File: config.mk
export PLATFORM = sky130hd
export DESIGN_NAME = uart_rs232_tx_flat
export DESIGN_NICKNAME = d
export VERILOG_FILES = /design/src/rtl/uart_rs232_tx_if.sv /design/src/rtl/uart_rs232_tx.sv /design/src/flat_wrapper.sv
export SDC_FILE = /design/constraint.sdc
export NUM_CORES = 1
export LEC_CHECK = 0
export ABC_CLOCK_PERIOD_IN_PS = 1780
export CORE_MARGIN = 3
export CORE_UTILIZATION = 49
export DETAILED_ROUTE_END_ITERATION = 10
export PLACE_DENSITY = 0.76
export RECOVER_POWER = 50
export SLEW_MARGIN = 20
export SYNTH_ARGS = -nofsm -noshare
export SYNTH_HDL_FRONTEND = slang
export SYNTH_SLANG_ARGS = --single-unit
File: constraint.sdc
create_clock -name clk -period 1.78 [get_ports clk]
set_input_delay 0.178 -clock clk [delete_from_list [all_inputs] [get_ports clk]]
set_output_delay 0.178 -clock clk [all_outputs]
set_load 0.01 [all_outputs]
File: src/rtl/uart_rs232_tx_if.sv
// Transmit-side bus of the RS-232 UART: request, frame config, line and status.
// master drives requests; slave is the transmitter.
interface uart_rs232_tx_if;
  logic       tx_start;
  logic [7:0] tx_data;
  logic [3:0] bits;
  logic       parity_en;
  logic       parity_odd;
  logic       two_stop;
  logic       tx_port;
  logic       tx_busy;
  logic       tx_done;

  modport master (
    output tx_start,
    output tx_data,
    output bits,
    output parity_en,
    output parity_odd,
    output two_stop,
    input  tx_port,
    input  tx_busy,
    input  tx_done
  );

  modport slave (
    input  tx_start,
    input  tx_data,
    input  bits,
    input  parity_en,
    input  parity_odd,
    input  two_stop,
    output tx_port,
    output tx_busy,
    output tx_done
  );
endinterface

File: src/rtl/uart_rs232_tx.sv
// RS-232 frame transmitter: start, 6-8 data bits LSB first, optional parity,
// one or two stop bits, paced by an oversampling tick enable.
module uart_rs232_tx #(
  parameter int OVERSAMPLE = 16
) (
  input  logic           clk,
  input  logic           rst_n_a,
  input  logic           tick,
  uart_rs232_tx_if.slave bus
);

  localparam int CW =
    ($clog2(OVERSAMPLE) < 1) ? 1 : $clog2(OVERSAMPLE);
  localparam logic [CW-1:0] TLAST = CW'(OVERSAMPLE - 1);

  typedef enum logic [2:0] {
    IDLE,
    START,
    DATA,
    PARITY,
    STOP
  } state_t;

  state_t        state;
  logic [CW-1:0] tcnt;
  logic [2:0]    idx;
  logic          stop2;
  logic [7:0]    data_q;
  logic [3:0]    nbits_q;
  logic          pen_q;
  logic          podd_q;
  logic          two_q;
  logic          port_q;
  logic          busy_q;
  logic          done_q;

  logic          bit_end;
  logic          last_data;
  logic [7:0]    mask;
  logic          par;
  logic [3:0]    nbits_in;

  always_comb begin
    bit_end   = tick && (tcnt == TLAST);
    last_data = ({1'b0, idx} == (nbits_q - 4'd1));
    mask      = 8'hFF;
    unique case (1'b1)
      nbits_q == 4'd6: mask = 8'h3F;
      nbits_q == 4'd7: mask = 8'h7F;
      default: ;
    endcase
    // unsent upper bits are masked out of the parity
    par = (^(data_q & mask)) ^ podd_q;
    nbits_in = 4'd8;
    unique case (1'b1)
      bus.bits == 4'd6: nbits_in = 4'd6;
      bus.bits == 4'd7: nbits_in = 4'd7;
      default: ;
    endcase
  end

  always_ff @(posedge clk or negedge rst_n_a) begin
    if (!rst_n_a) begin
      state   <= IDLE;
      tcnt    <= '0;
      idx     <= '0;
      stop2   <= 1'b0;
      data_q  <= '0;
      nbits_q <= '0;
      pen_q   <= 1'b0;
      podd_q  <= 1'b0;
      two_q   <= 1'b0;
      port_q  <= 1'b1;
      busy_q  <= 1'b0;
      done_q  <= 1'b0;
    end else begin
      done_q <= 1'b0;
      if (state != IDLE && tick)
        tcnt <= bit_end ? '0 : tcnt + CW'(1);
      unique case (state)
        IDLE: begin
          tcnt <= '0;
          if (bus.tx_start) begin
            data_q  <= bus.tx_data;
            nbits_q <= nbits_in;
            pen_q   <= bus.parity_en;
            podd_q  <= bus.parity_odd;
            two_q   <= bus.two_stop;
            idx     <= '0;
            stop2   <= 1'b0;
            state   <= START;
            port_q  <= 1'b0;
            busy_q  <= 1'b1;
          end
        end
        START: begin
          if (bit_end) begin
            state  <= DATA;
            idx    <= '0;
            port_q <= data_q[0];
          end
        end
        DATA: begin
          if (bit_end) begin
            if (last_data) begin
              if (pen_q) begin
                state  <= PARITY;
                port_q <= par;
              end else begin
                state  <= STOP;
                port_q <= 1'b1;
                stop2  <= 1'b0;
              end
            end else begin
              idx    <= idx + 3'd1;
              port_q <= data_q[idx + 3'd1];
            end
          end
        end
        PARITY: begin
          if (bit_end) begin
            state  <= STOP;
            port_q <= 1'b1;
            stop2  <= 1'b0;
          end
        end
        STOP: begin
          if (bit_end) begin
            if (two_q && !stop2) begin
              stop2 <= 1'b1;
            end else begin
              state  <= IDLE;
              busy_q <= 1'b0;
              done_q <= 1'b1;
            end
          end
        end
        default: state <= IDLE;
      endcase
    end
  end

  assign bus.tx_port = port_q;
  assign bus.tx_busy = busy_q;
  assign bus.tx_done = done_q;

endmodule

File: src/flat_wrapper.sv
// flat-port wrapper written by rule: the top's interface ports become plain ports
module uart_rs232_tx_flat 
#(
  parameter int OVERSAMPLE = 16
)
  (clk, rst_n_a, tick, bus_tx_start, bus_tx_data, bus_bits, bus_parity_en, bus_parity_odd, bus_two_stop, bus_tx_port, bus_tx_busy, bus_tx_done);
  uart_rs232_tx_if bus_i ();
  input  logic clk;
  input  logic rst_n_a;
  input  logic tick;
  input wire logic [$bits(bus_i.tx_start)-1:0] bus_tx_start;
  input wire logic [$bits(bus_i.tx_data)-1:0] bus_tx_data;
  input wire logic [$bits(bus_i.bits)-1:0] bus_bits;
  input wire logic [$bits(bus_i.parity_en)-1:0] bus_parity_en;
  input wire logic [$bits(bus_i.parity_odd)-1:0] bus_parity_odd;
  input wire logic [$bits(bus_i.two_stop)-1:0] bus_two_stop;
  output wire logic [$bits(bus_i.tx_port)-1:0] bus_tx_port;
  output wire logic [$bits(bus_i.tx_busy)-1:0] bus_tx_busy;
  output wire logic [$bits(bus_i.tx_done)-1:0] bus_tx_done;
  assign bus_i.tx_start = bus_tx_start;
  assign bus_i.tx_data = bus_tx_data;
  assign bus_i.bits = bus_bits;
  assign bus_i.parity_en = bus_parity_en;
  assign bus_i.parity_odd = bus_parity_odd;
  assign bus_i.two_stop = bus_two_stop;
  assign bus_tx_port = bus_i.tx_port;
  assign bus_tx_busy = bus_i.tx_busy;
  assign bus_tx_done = bus_i.tx_done;
  uart_rs232_tx #(.OVERSAMPLE(OVERSAMPLE)) u_core (.clk(clk), .rst_n_a(rst_n_a), .tick(tick), .bus(bus_i));
endmodule
### Wires at chosen ports, followed through buffers

Scale: 6 px per µm.
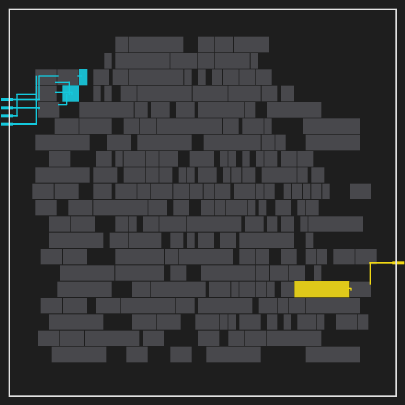
color	port	bits	direction	end cells	wire
yellow	`bus_tx_done`	1	output	1	8.30 µm
cyan	`bus_bits`	4	input	2	46.6 µm
Ports: 22
Buffers on Ports: 21

### Signal wires on met1

Scale: 10 px per µm. Supply wires on this layer in gray.
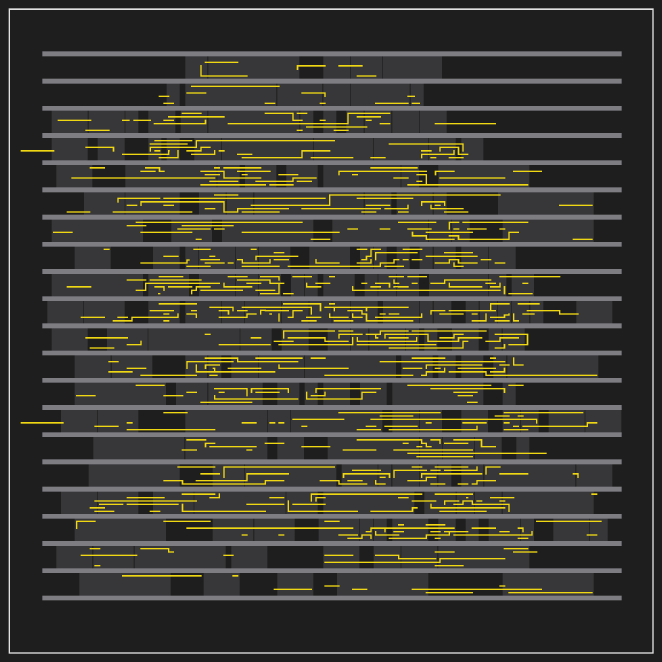
main direction	horizontal
nets with wire on the layer	198

==> run summary <==
Status: complete, but fails checks
Violated checks: setup timing
Combinational share of cell area: 45.36%
Critical-path top delay cell: dfrtp_1
RSZ-0062 raised after global routing: true
Max-Cap Viols: 0
PD cells: 1385 nW/µm²
Critical Path RT: 2050 ps
Routed wire per std cell: 16.28 µm
Clock power share: 13.5%
MI comb area: 1016 µm²
Worst slack at placement: -86.88 ps
Synth Seq Share: 42.24%
Tightest Pin Transition: 689.6 ps
M1 GR Usage: 21.15%
Sw power: 1.155 mW
Worst r2r src: u_core.nbits_q[0]
Post-route setup slack: -46.07 ps
Tap cells: 44
Yosys top cell area share: 40.66%
Buffers outside the clock class: 44
Length of routed met2 wiring: 1987 µm
Critical Path End Type: flop
WL met3: 299 µm
Hold WC Path Type: input pin to flop
Top cell excl fill/tap: dfrtp_1
Largest regs: u_core.data_q x8, u_core.tcnt x4
Final setup violation count: 5
Placed inst area: 2033 µm²
Xor/xnor share: 6.928%
CP top delay family: flip-flops
WL final: 4054 µm
Die Footprint: 4125 µm²
Clk latency late pin: 330 ps
Most frequent cell after synthesis: dfrtp_1
Mux share: 10.47%
Top power group: combinational cells
Combinational power share: 49.9%
First-pass GRT wire length: 6361 µm
Top cell category: multi-input combinational cells
DR top layer: met4
Worst Hold Launch: bus_bits[0]
Unique cell types: 43
Core Region: 3153 µm²
Synthesized Nets: 187
DRT Pass-1 Iters: 4
R2r setup slk: -50 ps
Switching part of the total: 37.24%
Top cells by area: dfrtp_1 (41%), mux2_2 (7.5%), ha_1 (3.8%), nor2b_1 (3.8%), nand2_1 (3.2%)
Pleak: 0.9541 nW
Setup crit end: u_core.bus.tx_port
Post-Synth AOI/OAI Area: 15.66%
WHS Endpoint: u_core.nbits_q[0]
Number of flip-flops under the largest register name: 8
Cts hold-fix bufs: 0
Startpoint Class: flop
Mapped Avg Cell Area: 10.19 µm²
Highest Clock Rate: 547.6 MHz
Synth Cell Area: 1662 µm²
Register bit count reported by yosys: 28
Sequential power: 1.14 mW
Top cells excl fill/tap: dfrtp_1 (27), buf_4 (21), clkdlybuf4s50_1 (20)
No activity file was given, so power comes from the tool's default toggle rates.
